--- config.mk ---
export PLATFORM = sky130hd
export DESIGN_NAME = mux_rr
export DESIGN_NICKNAME = d
export VERILOG_FILES = /design/src/rtl/mux_rr.sv
export SDC_FILE = /design/constraint.sdc
export NUM_CORES = 1
export LEC_CHECK = 0
export CORE_ASPECT_RATIO = 0.5
export CORE_MARGIN = 1.5
export CORE_UTILIZATION = 40
export DETAILED_ROUTE_END_ITERATION = 8
export PLACE_DENSITY = 0.85
export SYNTH_ARGS = -nofsm -noshare
export SYNTH_HDL_FRONTEND = slang
export SYNTH_SLANG_ARGS = --single-unit
--- constraint.sdc ---
create_clock -name clk -period 3.6 [get_ports clk]
set_input_delay 0.54 -clock clk [delete_from_list [all_inputs] [get_ports clk]]
set_output_delay 0.54 -clock clk [all_outputs]
set_load 0.02 [all_outputs]
--- src/rtl/mux_rr.sv ---
// N-channel W-bit registered multiplexer with valid/ready on every port; fixed-select or round-robin grant.
// Optional packet lock when MUX_RR_LOCK_EN is defined (holds grant on one channel until a_last).
module mux_rr #(
  parameter int N = 4,
  parameter int W = 8,
  localparam int SW = (N > 1) ? $clog2(N) : 1
) (
  input  logic           clk,
  input  logic           rst,
  input  logic           mode,
  input  logic [SW-1:0]  sel,
  input  logic [N*W-1:0] a,
  input  logic [N-1:0]   a_valid,
  input  logic [N-1:0]   a_last,
  output logic [N-1:0]   a_ready,
  output logic [W-1:0]   y,
  output logic [SW-1:0]  y_sel,
  output logic           y_valid,
  input  logic           y_ready
);

  // Handshake: a beat moves on channel i when a_valid[i] && a_ready[i]; the output
  // beat is consumed when y_valid && y_ready. a_ready never depends on a_valid[i] alone.

  logic [W-1:0]  y_q, y_d;
  logic [SW-1:0] y_sel_q, y_sel_d;
  logic          y_valid_q, y_valid_d;
  logic [SW-1:0] ptr_q, ptr_d;

  logic          ld;
  logic [SW-1:0] rr_gnt, fx_gnt, gnt;
  logic          rr_ok, fx_ok, gnt_ok;
  logic          xfer;
  logic [W-1:0]  gnt_data;

  assign ld = !y_valid_q || y_ready;

  // Round-robin: walk downwards so the nearest valid channel after ptr wins.
  always_comb begin
    rr_gnt = '0;
    rr_ok  = 1'b0;
    for (int k = N; k >= 1; k--) begin
      if (a_valid[(int'(ptr_q) + k) % N]) begin
        rr_gnt = SW'((int'(ptr_q) + k) % N);
        rr_ok  = 1'b1;
      end
    end
  end

  always_comb begin
    fx_gnt = sel;
    fx_ok  = 1'b0;
    if (int'(sel) < N) fx_ok = a_valid[sel];
  end

`ifdef MUX_RR_LOCK_EN
  logic          lock_q, lock_d;
  logic [SW-1:0] lock_ch_q, lock_ch_d;

  always_comb begin
    gnt    = mode ? rr_gnt : fx_gnt;
    gnt_ok = mode ? rr_ok  : fx_ok;
    if (lock_q) begin
      gnt    = lock_ch_q;
      gnt_ok = a_valid[lock_ch_q];
    end
  end

  always_comb begin
    lock_d    = lock_q;
    lock_ch_d = lock_ch_q;
    if (xfer) begin
      lock_d    = !a_last[gnt];
      lock_ch_d = gnt;
    end
  end

  always_ff @(posedge clk or posedge rst) begin
    if (rst) begin
      lock_q    <= 1'b0;
      lock_ch_q <= '0;
    end else begin
      lock_q    <= lock_d;
      lock_ch_q <= lock_ch_d;
    end
  end
`else
  logic unused_a_last;
  assign unused_a_last = ^a_last;

  always_comb begin
    gnt    = mode ? rr_gnt : fx_gnt;
    gnt_ok = mode ? rr_ok  : fx_ok;
  end
`endif

  // Ready is withheld during reset even though the output register reads empty.
  assign xfer = ld && gnt_ok && !rst;

  always_comb begin
    a_ready = '0;
    if (xfer) a_ready[gnt] = 1'b1;
  end

  always_comb begin
    gnt_data = '0;
    for (int i = 0; i < N; i++) begin
      if (SW'(i) == gnt) gnt_data = a[i*W +: W];
    end
  end

  always_comb begin
    y_d       = y_q;
    y_sel_d   = y_sel_q;
    y_valid_d = y_valid_q;
    ptr_d     = ptr_q;
    if (xfer) begin
      y_d       = gnt_data;
      y_sel_d   = gnt;
      y_valid_d = 1'b1;
      ptr_d     = gnt;
    end else if (y_ready) begin
      y_valid_d = 1'b0;
    end
  end

  always_ff @(posedge clk or posedge rst) begin
    if (rst) begin
      y_q       <= '0;
      y_sel_q   <= '0;
      y_valid_q <= 1'b0;
      ptr_q     <= SW'(N - 1);
    end else begin
      y_q       <= y_d;
      y_sel_q   <= y_sel_d;
      y_valid_q <= y_valid_d;
      ptr_q     <= ptr_d;
    end
  end

  assign y       = y_q;
  assign y_sel   = y_sel_q;
  assign y_valid = y_valid_q;

endmodule

Fig. 1: I/O pins on the die edge
Pins as bars across the die edge, other pins in grey.
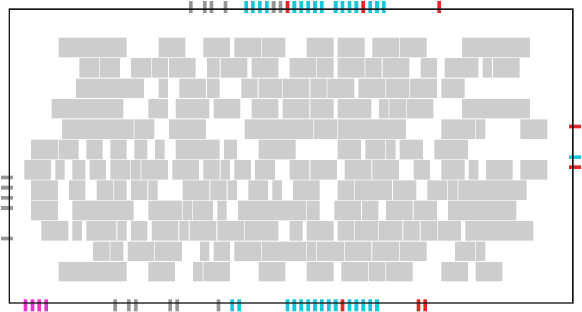
- y: red (pins 8; direction output; edge 3 top, 3 bottom, 2 right)
- a_last: magenta (pins 4; direction input; edge bottom)
- a: cyan (pins 32; direction input; edge 16 top, 15 bottom, 1 right)
number of port buffers: 56
Die W: 75.0 µm
Die Span Y: 39.0 µm

Fig. 2: wiring by layer
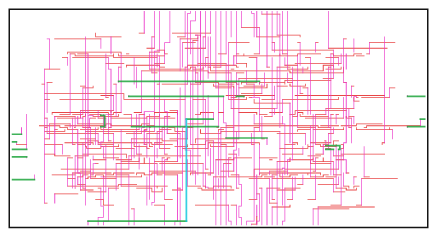
- metal 1: red (wire length 1300 µm)
- metal 4: cyan (wire length 18.4 µm)
- metal 2: magenta (wire length 1520 µm)
- metal 3: green (wire length 116 µm)

Fig. 3: placed standard cells
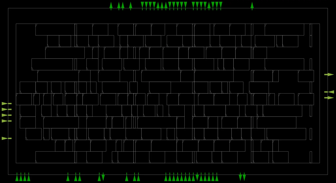
flop share of the area: 19.5%
Layout Cells excl Fill: 207
Fillers: 187

==> results.yml <==
# synthesis and place-and-route metrics
worst_setup_path:
  worstSetupPathType: "primary input to output port"
  crit_required_ns: 3.06
  endpoint_kind: "output port"
  crit_path_frequent_cell: "clkdlybuf4s50_1"
clock_network:
  clk_pin_slew_ns: 0.06
  cts_buffer_depth: 2
  cts_tree: "built"
  htree_levels: 1
final_layout:
  area_growth_pct: 61.9
yosys:
  yosys.area.top_type_share_pct: 26.5
  syn_inst: 115
  area_leaders: "dfrtp_1, a221oi_1, and2_1"
  synthArstFlopShare_pct: 100
  most_common_cell: "and2_1"
  synth_cell_type_count: 33
  syn_area_per_cell_um2: 9.02
  yosys-top-cells-count: "and2_1, a221oi_1, nand2_1, dfrtp_1, nor2_1"
  yosysWarnings: 0
power:
  peakVddDrop_v: 0.000277
  p_leak_nw: 0.675
timing:
  slew_headroom_pct: 64.6
  finalCritPeriodShare_pct: 95.2
  min_period_ns: 3.43
  rsz0062_at_grt: "false"
route:
  drt_iter0_markers: 55
  wl_met3_um: 115
  firstDrtPassIters: 4
  routed_wl_um: 2960
  wl_met1_um: 1300
placed_design:
  finalWeightedCongestion: 0.854
global_routing:
  grt_pass1_vias: 999
  grt_max_degree: 18
job:
  log.warning_count: 30
floorplanning:
  core.rowCount: 12
  fp_util_pct: 44.6
outcome:
  status: "complete, no violations"
Fig. 4: clock wires, drivers and flops
The bar under the picture is 20 µm long.
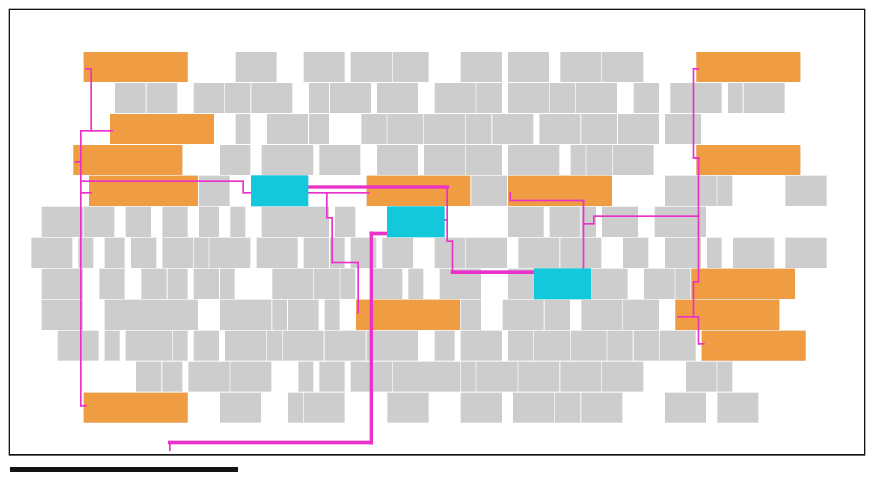
- clock wires: magenta (length 209 µm)
- flip-flops: orange (count 13)
- clock drivers: cyan (count 3)
- routed clock nets: 4

Fig. 5: cells coloured by class
Fill, decap, tap and diode cells in grey.
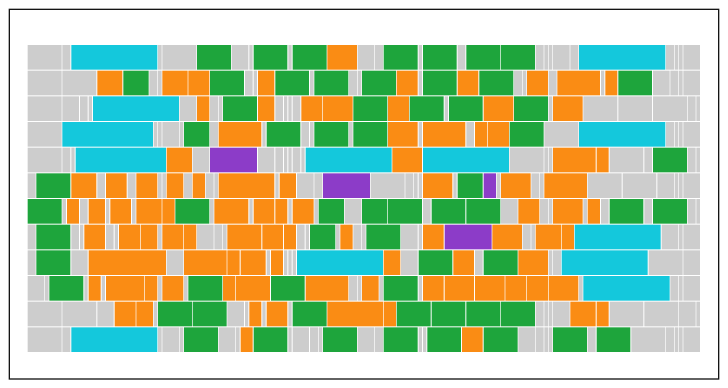
- other buffers and delay cells: green (cells 62; share of their area 37%)
- flops: cyan (cells 13; share of their area 20%)
- combinational and other logic: orange (cells 93; share of their area 40%)
- clock drivers and dummy loads: purple (cells 4; share of their area 2.8%)

==> metal layers <==
metal / vias to the layer above / GRT usage, %
met4: 0 / 4.55
li1: 547 / -
met5: - / 0
met3: 2 / 3.91
met2: 27 / 38.5
met1: 535 / 26.7
==> registers in the layout, indices dropped and copies added (netlist names) <==
register,cells
y,8
y_sel,2
y_valid,1
ptr_q,2
==> cell families after synthesis <==
family / count (synthesis) / synth area share (%)
AOI/OAI and AO/OA: 37 / 32.6
DFF: 13 / 31.6
buffers and inverters: 11 / 5.79
muxes: 2 / 3.14
and+or+nand+nor: 52 / 26.9
==> metrics by stage <==
step | setup slack, ns | utilization (%) | area, µm² | power (mW) | hold WS, ns
floorplan | 1.03 | - | 1040 | 0.424 | 0.416
global placement | 0.197 | 70.2 | 1630 | 0.580 | 0.463
detailed placement | 0.179 | 70.2 | 1630 | 0.589 | 0.472
CTS | 0.171 | 72.2 | 1680 | 0.724 | 0.484
global route | 0.0940 | 72.2 | 1680 | 0.760 | 0.500
finish | 0.171 | 72.2 | 1680 | 0.719 | 0.479
==> layout make-up <==
cell class,count,area [µm²]
multi-input combinational,91,649
timing repair buffer,62,606
fill,187,648
inverter,2,7.51
clock buffer,4,45.0
sequential,13,328
tap,35,43.8
==> power by group <==
| group | switching [mW] | leakage [nW] | internal (mW) | total, mW |
|---|---|---|---|---|
| combinational | 0.184 | 0.497 | 0.188 | 0.372 |
| clock | 0.0526 | 0.0228 | 0.0782 | 0.131 |
| sequential | 0.0237 | 0.155 | 0.192 | 0.216 |
| total | 0.260 | 0.675 | 0.458 | 0.719 |
==> final timing paths <==
path	cells after the start	from	endpoint
max in group asynchronous	2	rst	ptr_q[0]$_DFFE_PP1P_
min in group asynchronous	2	rst	y_valid$_DFFE_PP0P_
worst max register to register	6	ptr_q[0]$_DFFE_PP1P_	y[0]$_DFFE_PP0P_
worst min register to register	1	y_sel[1]$_DFFE_PP0P_	y_sel[1]$_DFFE_PP0P_
worst min-delay path	1	y_sel[1]$_DFFE_PP0P_	y_sel[1]$_DFFE_PP0P_
worst max-delay path	7	sel[0]	a_ready[0]
==> worst max-delay path, delay by kind of cell <==
| kind | cells | cell delay (ns) |
|---|---|---|
| mux | 1 | 0.36 |
| compound gates | 1 | 0.48 |
| buf+inv | 3 | 1.30 |
| simple gates | 2 | 0.20 |
==> layout by cell type, fill, tap and decap left out, drive strengths merged <==
cell type | synthesis | final
a21oi | 2 | 2
a2111o | 1 | 1
or3 | 1 | 1
inv | 2 | 2
nand2 | 12 | 12
a41o | 1 | 1
a41oi | 1 | 1
dfrtp | 11 | 11
nand2b | 4 | 4
nor2 | 8 | 8
nor2b | 3 | 3
o41ai | 1 | 1
dfstp | 2 | 2
and4b | 1 | 1
and2 | 15 | 15
nor3b | 1 | 1
a221oi | 14 | 14
mux4 | 1 | 1
o31ai | 7 | 7
a21o | 5 | 5
a211oi | 2 | 2
buf | 5 | 6
clkbuf | 4 | 4
o22ai | 1 | 1
o21ai | 2 | 2
mux2i | 1 | 1
nor3 | 5 | 5
or2 | 2 | 2
clkdlybuf4s50 | 0 | 56
No activity file was given, so power comes from the tool's default toggle rates.
